==> src/rtl/vec_pkg.sv <==
// vec_pkg: shared lane width, lane count and lane type for the vector datapath
package vec_pkg;
   localparam int VEC_WIDTH = 32;
   localparam int VEC_LANES = 4;
   typedef logic [VEC_WIDTH-1:0] lane_t;
endpackage

==> src/rtl/out_lane_reg.sv <==
// out_lane_reg: one enable-gated lane register with synchronous active-low clear
module out_lane_reg
   import vec_pkg::*;
#(
   parameter int WIDTH = VEC_WIDTH
) (
   input  logic             clk,
   input  logic             rst_n,
   input  logic             en,
   input  logic [WIDTH-1:0] d,
   output logic [WIDTH-1:0] q
);
   // clear wins over load; otherwise hold unless enabled
   always_ff @(posedge clk)
      if (!rst_n) q <= '0;
      else if (en) q <= d;
endmodule

==> src/rtl/out_vector.sv <==
// out_vector: stages a 4-lane result vector and flags that one has been captured
module out_vector
   import vec_pkg::*;
#(
   parameter int WIDTH = VEC_WIDTH,
   parameter int LANES = VEC_LANES
) (
   input  logic             clk,
   input  logic             rst_n,
   input  logic             write_enable,
   input  logic [WIDTH-1:0] data1,
   input  logic [WIDTH-1:0] data2,
   input  logic [WIDTH-1:0] data3,
   input  logic [WIDTH-1:0] data4,
   output logic [WIDTH-1:0] data_out1,
   output logic [WIDTH-1:0] data_out2,
   output logic [WIDTH-1:0] data_out3,
   output logic [WIDTH-1:0] data_out4,
   output logic             out_valid
);
   logic [WIDTH-1:0] d [LANES];
   logic [WIDTH-1:0] q [LANES];
   assign d[0] = data1;
   assign d[1] = data2;
   assign d[2] = data3;
   assign d[3] = data4;
   assign data_out1 = q[0];
   assign data_out2 = q[1];
   assign data_out3 = q[2];
   assign data_out4 = q[3];
   for (genvar i = 0; i < LANES; i++) begin : g_lane
      out_lane_reg #(.WIDTH(WIDTH)) u_lane (
         .clk   (clk),
         .rst_n (rst_n),
         .en    (write_enable),
         .d     (d[i]),
         .q     (q[i])
      );
   end
   // sticky valid: set by any capture, cleared only by reset
   always_ff @(posedge clk)
      if (!rst_n) out_valid <= 1'b0;
      else if (write_enable) out_valid <= 1'b1;
endmodule

==> config.mk <==
export PLATFORM = sky130hd
export DESIGN_NAME = out_vector
export DESIGN_NICKNAME = d
export VERILOG_FILES = /design/src/rtl/vec_pkg.sv /design/src/rtl/out_lane_reg.sv /design/src/rtl/out_vector.sv
export SDC_FILE = /design/constraint.sdc
export NUM_CORES = 1
export LEC_CHECK = 0
export CAP_MARGIN = 15
export CORE_MARGIN = 3
export CORE_UTILIZATION = 43
export CTS_BUF_LIST = sky130_fd_sc_hd__clkbuf_8 sky130_fd_sc_hd__clkbuf_16
export CTS_CLUSTER_DIAMETER = 200
export DETAILED_ROUTE_END_ITERATION = 8
export PLACE_DENSITY = 0.86
export SETUP_SLACK_MARGIN = 0.15
export SLEW_MARGIN = 20
export SYNTH_ARGS = -nofsm -noshare
export SYNTH_HDL_FRONTEND = slang
export SYNTH_HIERARCHICAL = 1
export SYNTH_SLANG_ARGS = --single-unit
==> constraint.sdc <==
create_clock -name clk -period 1.37 [get_ports clk]
set_input_delay 0.2055 -clock clk [delete_from_list [all_inputs] [get_ports clk]]
set_output_delay 0.2055 -clock clk [all_outputs]
set_load 0.02 [all_outputs]
==> impl_metrics.json, run 1 <==
{
  "outcome": "finished, final reports clean",
  "rows": 38,
  "cpPeakStageDelay_ns": 0.35,
  "fin_nets": 800,
  "skew_ns": 0,
  "worst_pin_slew_ns": 0.4209,
  "rrSetupSlack_ns": 0.68,
  "avgSynthCellArea_um2": 12.08,
  "initialDrtViolationCount": 149,
  "p_seq_frac": 0.411,
  "vdd_drop_max_uv": 850.9,
  "antenna_found_initial": 0,
  "initial_core_util": 0.4515,
  "via_per_inst": 4.620,
  "lay_top_count": "buf_2",
  "hold_violations": 0,
  "ys_cells": 414,
  "diodes": 0,
  "start_kind": "flop",
  "cpMaxStageDelayCell": "dfxtp_1",
  "netSwitchingFraction": 0.2352,
  "rsz0062_at_grt": "no",
  "warnings": 28,
  "path_class": "flop to output pin",
  "grt_max_degree": 130,
  "fmax_mhz": 871.0,
  "critPathBufInv": 1,
  "endpoint_kind": "output pin",
  "placed_area_um2": 7523,
  "hp-class": "primary input to flop",
  "dp_hpwl_mm": 9.734,
  "synth_seq_share": 0.5163,
  "crit_chain": "buf_2",
  "yosysWarnings": 6,
  "cts_buffers": 17,
  "p_comb_frac": 0.149,
  "final_antenna_net_count": 0,
  "tns_ns": 0,
  "p_leak_nw": 3.555
}
run 1: Yosys cell counts:
cell type	n	area [µm²]
buf_6	4	45.04
o21a_1	1	7.510
dfxtp_1	129	2582
mux2i_1	128	1281
buf_12	12	240.2
nor2b_1	128	800.8
clkbuf_1	12	45.04
run 1: metrics by stage:
| step | instances | total power [mW] | hold slack (ns) | worst slack [ns] | utilization |
|---|---|---|---|---|---|
| floorplan | 414 | 4.999 | 0.3157 | 0.5767 | - |
| global placement | 790 | 5.823 | 0.4473 | 0.2103 | 0.6791 |
| detailed placement | 790 | 5.870 | 0.4612 | 0.1967 | 0.6791 |
| CTS | 821 | 10.08 | 0.1990 | 0.1509 | 0.6838 |
| global route | 821 | 10.36 | 0.2186 | 0.1720 | 0.6736 |
| finish | 821 | 9.964 | 0.2125 | 0.2219 | 0.6736 |
run 1: layer usage:
layer	GRT usage	up-vias	wire [µm]
li1	-	1881	-
met1	0.2133	1709	4939
met2	0.3734	168	7052
met3	0.07586	35	1203
met4	0.1140	0	535
met5	0	-	0
run 1: logic make-up (layout without fill, tap and decap cells):
| logic type | Yosys count | in the layout | share of synthesized area |
|---|---|---|---|
| mux | 128 | 128 | 0.2561 |
| simple gates | 128 | 128 | 0.1601 |
| flops | 129 | 129 | 0.5163 |
| compound gates | 1 | 1 | 0.001501 |
| buf+inv | 28 | 295 | 0.06603 |
run 1: timing repair:
item / CTS / global route
hold endpoints to repair: 0 / 0
gates cloned: 0 / 0
endpoints found under the setup margin: 129 / 18
resized: 498 / 18
run 1: final cells by class:
cell class / count / area, µm²
Fill cell: 894 / 3616
Sequential cell: 129 / 2582
Multi-Input combinational cell: 257 / 2090
Timing Repair Buffer: 264 / 2031
Clock buffer: 22 / 494.2
Tap cell: 140 / 175.2
Clock inverter: 9 / 90.09
run 1: power groups by stage:
stage | Clock, mW | Sequential [mW] | Combinational (mW)
floorplan | 0 | 4.44 | 0.559
global placement | 0 | 4.16 | 1.66
detailed placement | 0 | 4.17 | 1.70
CTS | 4.47 | 4.09 | 1.52
global route | 4.65 | 4.12 | 1.59
finish | 4.38 | 4.09 | 1.49
run 1: flip-flops by register name, summed over array words and instances (netlist names):
signal / flops
g_lane.u_lane/q: 128
out_valid: 1
run 1: final timing paths:
kind	startpoint	end	cells after the start
worst min register to register	out_valid	out_valid	1
worst max register to register	g_lane[3].u_lane/q[16]	g_lane[3].u_lane/q[16]	2
worst max-delay path	g_lane[0].u_lane/q[8]	data_out1[8]	1
worst min-delay path	write_enable	g_lane[2].u_lane/q[27]	3
run 1: worst min-delay path, cell delays in order:
cell     delay, ns
buf_6         0.15
mux2i_1       0.15
nor2b_1       0.05
run_1/metal_density.png
(3 px per µm) 23 x 23 tiles, from dark blue (low) to red (high), scaled to the fullest tile. Values are wire area over tile area, all layers added.
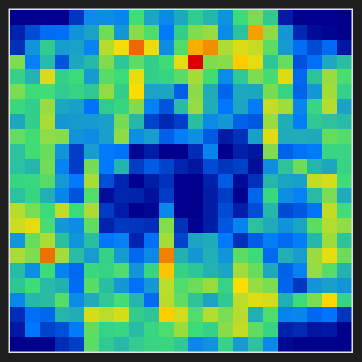
nearly empty tiles	6.4%
mean over tiles	0.18
tiles over half the peak	28%
fullest tile	0.47
emptiest ninth of the die	centre
Post-Route WL: 13.73 mm
DR vias: 3793
WL per Instance: 16.72 µm
Total GRT Usage: 0.2098

run_1/layer_met3.png
(4 px per µm)
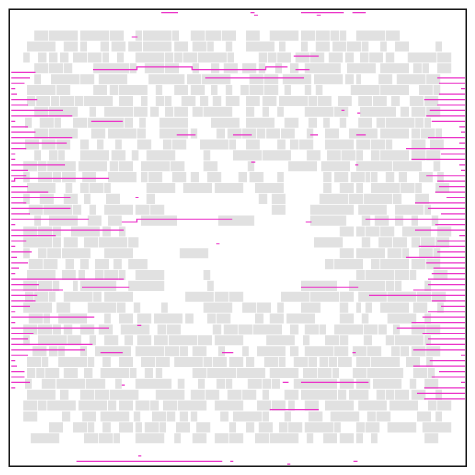
wire length on this layer	1200 µm
main direction	horizontal
nets with wire on the layer	136
Global Route met3 Usage: 0.07586

run_1/io_placement.png
(4 px per µm) Pins as bars across the die edge, other pins in grey.
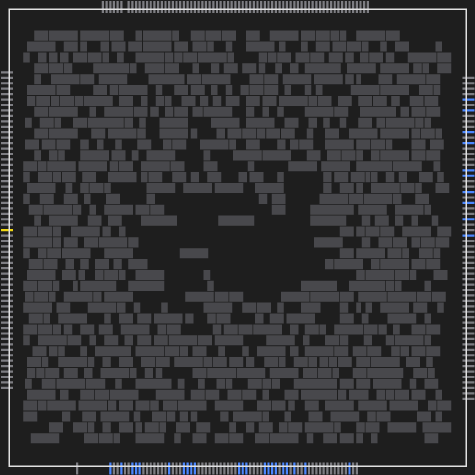
colour	port	pins	direction	edge
blue	data4	32	input	22 south, 10 east
yellow	out_valid	1	output	west
all pins by edge	72 north, 69 south, 60 east, 59 west
die width: 113.9 µm
I/O Buffers: 259
die y size: 113.9 µm

run_1/congestion.png
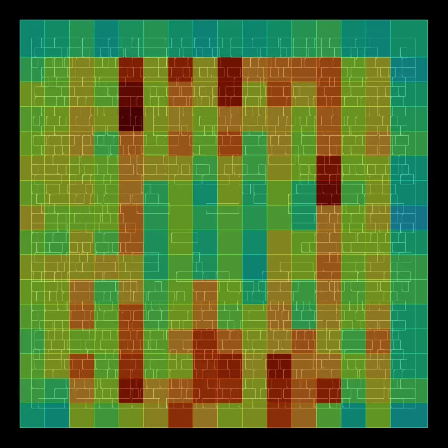
GRT met2 Usage: 0.3734
GR Util met1: 0.2133
post-layout util: 0.6736
GR peak layer: met2

run_1/layer_met2.png
(4 px per µm)
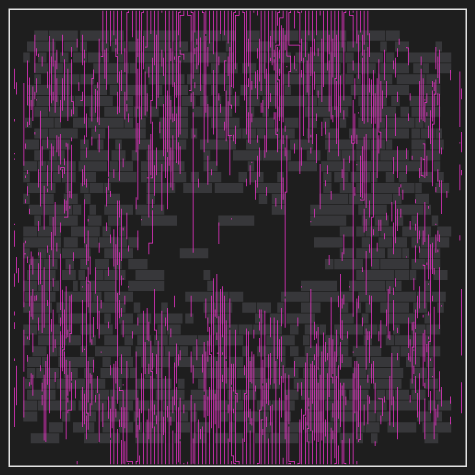

==> run 2, diff against run 1 <==
--- a/config.mk
+++ b/config.mk
@@ -7,11 +7,11 @@
 export LEC_CHECK = 0
 export CAP_MARGIN = 15
 export CORE_MARGIN = 3
-export CORE_UTILIZATION = 43
+export CORE_UTILIZATION = 40
 export CTS_BUF_LIST = sky130_fd_sc_hd__clkbuf_8 sky130_fd_sc_hd__clkbuf_16
 export CTS_CLUSTER_DIAMETER = 200
 export DETAILED_ROUTE_END_ITERATION = 8
-export PLACE_DENSITY = 0.86
+export PLACE_DENSITY = 0.81
 export SETUP_SLACK_MARGIN = 0.15
 export SLEW_MARGIN = 20
 export SYNTH_ARGS = -nofsm -noshare
==> constraint.sdc (replaced) <==
create_clock -name clk -period 1.2 [get_ports clk]
set_input_delay 0.18 -clock clk [delete_from_list [all_inputs] [get_ports clk]]
set_output_delay 0.18 -clock clk [all_outputs]
set_load 0.02 [all_outputs]
run_2/layer_met2.png
(4 px per µm)
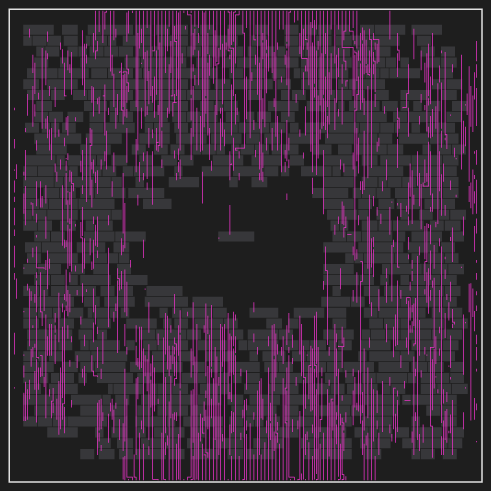
wire length on this layer	7080 µm
main direction	vertical
DR vias: 3896
Post-Route WL: 13.75 mm
GRT met2 Usage: 0.3442

run_2/layer_met3.png
(4 px per µm)
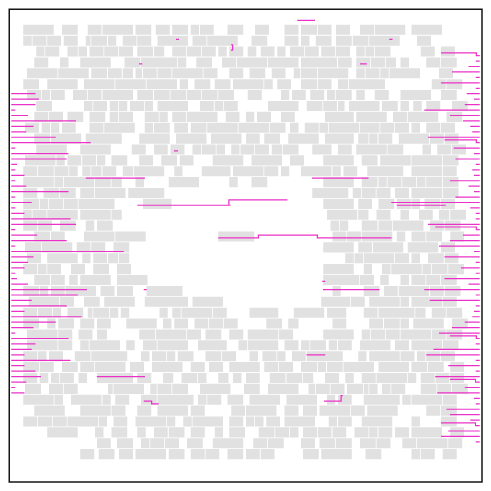
nets with wire on the layer	135
share of all routed wire	6.9%
longest straight run	27.8 µm
wire length on this layer	953 µm
main direction	horizontal
Global Route met3 Usage: 0.07256

==> run 2 against run 1 <==
Design area increased by 15%. Sequential share of layout area shrank 2.8 points. Total power grew 16%. Non-clock buffer count is 21 higher. Critical endpoint is now data_out2[2].
==> impl_metrics.json, run 2 <==
{
  "outcome": "finished, final reports clean",
  "skew_ns": 0,
  "reg2regPathDepth": 4,
  "lay_top_cells": "buf_6 (130), dfxtp_2 (129), mux2i_1 (128), nor2b_1 (128), clkdlybuf4s50_1 (128)",
  "crit_chain": "buf_6",
  "reg_top3": "g_lane.u_lane/q x128, out_valid x1",
  "lay_top_count": "buf_6",
  "place_congestion": 0.7573,
  "cpMaxStageDelayCell": "dfxtp_2",
  "min_period_over_period": 0.8875,
  "initial_core_util": 0.4130,
  "cp-endpoint": "data_out2[2]",
  "top_area_cell": "dfxtp_1",
  "p_total_mw": 11.51,
  "setup_viol": 0,
  "warnings": 28,
  "clock_latency_ns": 0.41,
  "largest_register": "g_lane.u_lane/q",
  "path_class": "flop to output pin",
  "diodes": 0,
  "hp-class": "primary input to flop",
  "initialDrtViolationCount": 155,
  "fmax_mhz": 939.0,
  "most_common_cell": "dfxtp_1",
  "cp.required_ns": 1.02,
  "tns_ns": 0,
  "critPathBufInv": 1,
  "yosys_area_um2": 5002,
  "start_kind": "flop",
  "worst-path-stages": 1,
  "reg2reg_from": "g_lane[1].u_lane/q[18]",
  "cts.sink_count": 129,
  "wl_per_cell_um": 15.83,
  "cp-startpoint": "g_lane[1].u_lane/q[2]",
  "worst_pin_slew_ns": 0.2779,
  "netSwitchingFraction": 0.2391,
  "drv_cap": 0,
  "edf_count": 0,
  "cts_buffers": 17,
  "hold_violations": 0,
  "rsz0062_at_grt": "yes",
  "cpPeakStageDelay_ns": 0.35,
  "yosysWarnings": 6,
  "antenna_found_initial": 0,
  "largest_reg_flops": 128,
  "r2r-end": "g_lane[1].u_lane/q[18]",
  "synth_top_area_share": 0.5163,
  "topCellsByArea": "dfxtp_1 (52%), mux2i_1 (26%), nor2b_1 (16%), buf_12 (4.8%), buf_6 (0.90%)",
  "dp_hpwl_mm": 9.790,
  "p_seq_frac": 0.415,
  "setup_ws_ns": 0.1351,
  "placed_area_um2": 7634,
  "avgSynthCellArea_um2": 12.08,
  "synth_seq_share": 0.5163,
  "endpoint_kind": "output pin",
  "ioPinCount": 260,
  "pwr-share-clk": 0.406,
  "vdd_drop_max_uv": 825.4,
  "rows": 40,
  "rrSetupSlack_ns": 0.35,
  "final_antenna_net_count": 0,
  "fin_nets": 821,
  "async_flop_share": 0,
  "dp_slack_ns": 0.06828,
  "p_leak_nw": 3.836,
  "power.switching_mw": 2.753,
  "grt_max_degree": 68,
  "grt_overflow": 0,
  "p_comb_frac": 0.179,
  "common_cells": "dfxtp_1 (129), mux2i_1 (128), nor2b_1 (128)",
  "track_usage": 0.1975,
  "ff_type": "dfxtp_1",
  "via_per_inst": 4.483,
  "hold_path_startpoint": "write_enable",
  "io_buffers": 259,
  "ys_cells": 414,
  "grt_pass1_wl_mm": 21.65
}
run_2/io_placement.png
(4 px per µm) Pins as bars across the die edge, other pins in grey.
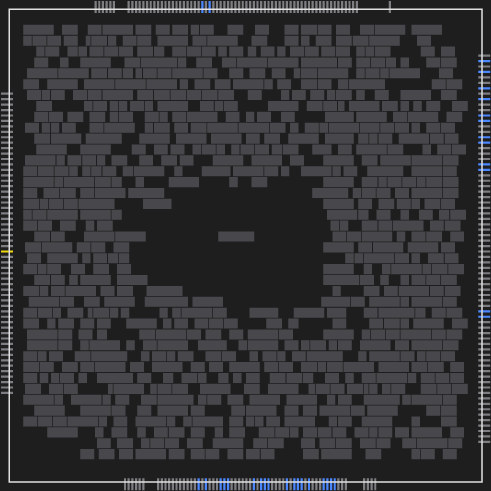
colour	port	pins	direction	edge
blue	data4	32	input	18 south, 12 east, 2 north
yellow	out_valid	1	output	west
die y size: 117.8 µm
die width: 117.8 µm

## run 2: cell counts after synthesis
Identical to the previous run, type by type.
## run 2: worst min path at each step
| stage | end | slack [ns] | cells past startpoint |
|---|---|---|---|
| after global placement | out_valid | 0.45 | 1 |
| after CTS | g_lane[1].u_lane/q[15] | 0.20 | 3 |
| after detailed placement | out_valid | 0.46 | 1 |
| final | g_lane[1].u_lane/q[15] | 0.21 | 3 |
| after global routing | g_lane[1].u_lane/q[15] | 0.21 | 3 |
| after floorplan | out_valid | 0.29 | 1 |
## run 2: kinds of logic (layout without fill, tap and decap cells)
family | Yosys count | in the layout | synth area share
simple gates | 128 | 128 | 0.1601
compound gates | 1 | 1 | 0.001501
buf+inv | 28 | 315 | 0.06603
mux | 128 | 128 | 0.2561
flops | 129 | 129 | 0.5163
## run 2: layout make-up
type,count,area [µm²]
Fill cell,861,3496
Timing Repair Buffer,285,3033
Sequential cell,129,2744
Multi-Input combinational cell,257,2090
Clock buffer,20,466.7
Tap cell,168,210.2
Clock inverter,10,72.57
## run 2: worst reg2reg max path: cells and delay by family (launching register included)
kind | cells | cell delay, ns
flip-flops | 1 | 0.32
AND/OR/NAND/NOR | 1 | 0.06
multiplexers | 1 | 0.12
buffers and inverters | 2 | 0.24
## run 2: power by group through the flow
| stage | logic (mW) | registers (mW) | clock network, mW |
|---|---|---|---|
| 6_report | 2.06 | 4.78 | 4.68 |
| 3_5_place_dp | 1.97 | 4.76 | 0 |
| 5_1_grt | 2.18 | 4.81 | 4.99 |
| 2_1_floorplan | 0.638 | 5.07 | 0 |
| 4_1_cts | 2.05 | 4.78 | 4.76 |
| 3_3_place_gp | 1.93 | 4.75 | 0 |
## run 2: timing repair
action                                  CTS  global route
buffers inserted                          7             9
resized                                 903             0
endpoints found under the setup margin  129           129
## run 2: through the flow
stage	hold WS (ns)	utilization	std cells
after floorplan	0.2902	-	414
after global placement	0.4493	0.6303	823
after detailed placement	0.4629	0.6303	823
after CTS	0.1970	0.7058	860
after global routing	0.2103	0.7114	869
final	0.2092	0.7114	869
## run 2: metal layers
metal	vias up	wire length, µm	track usage
met3	14	952	0.07256
met4	0	218	0.08278
li1	1919	-	-
met2	155	7084	0.3442
met1	1808	5498	0.2161
met5	-	0	0
Power and IR drop assume default switching activity.
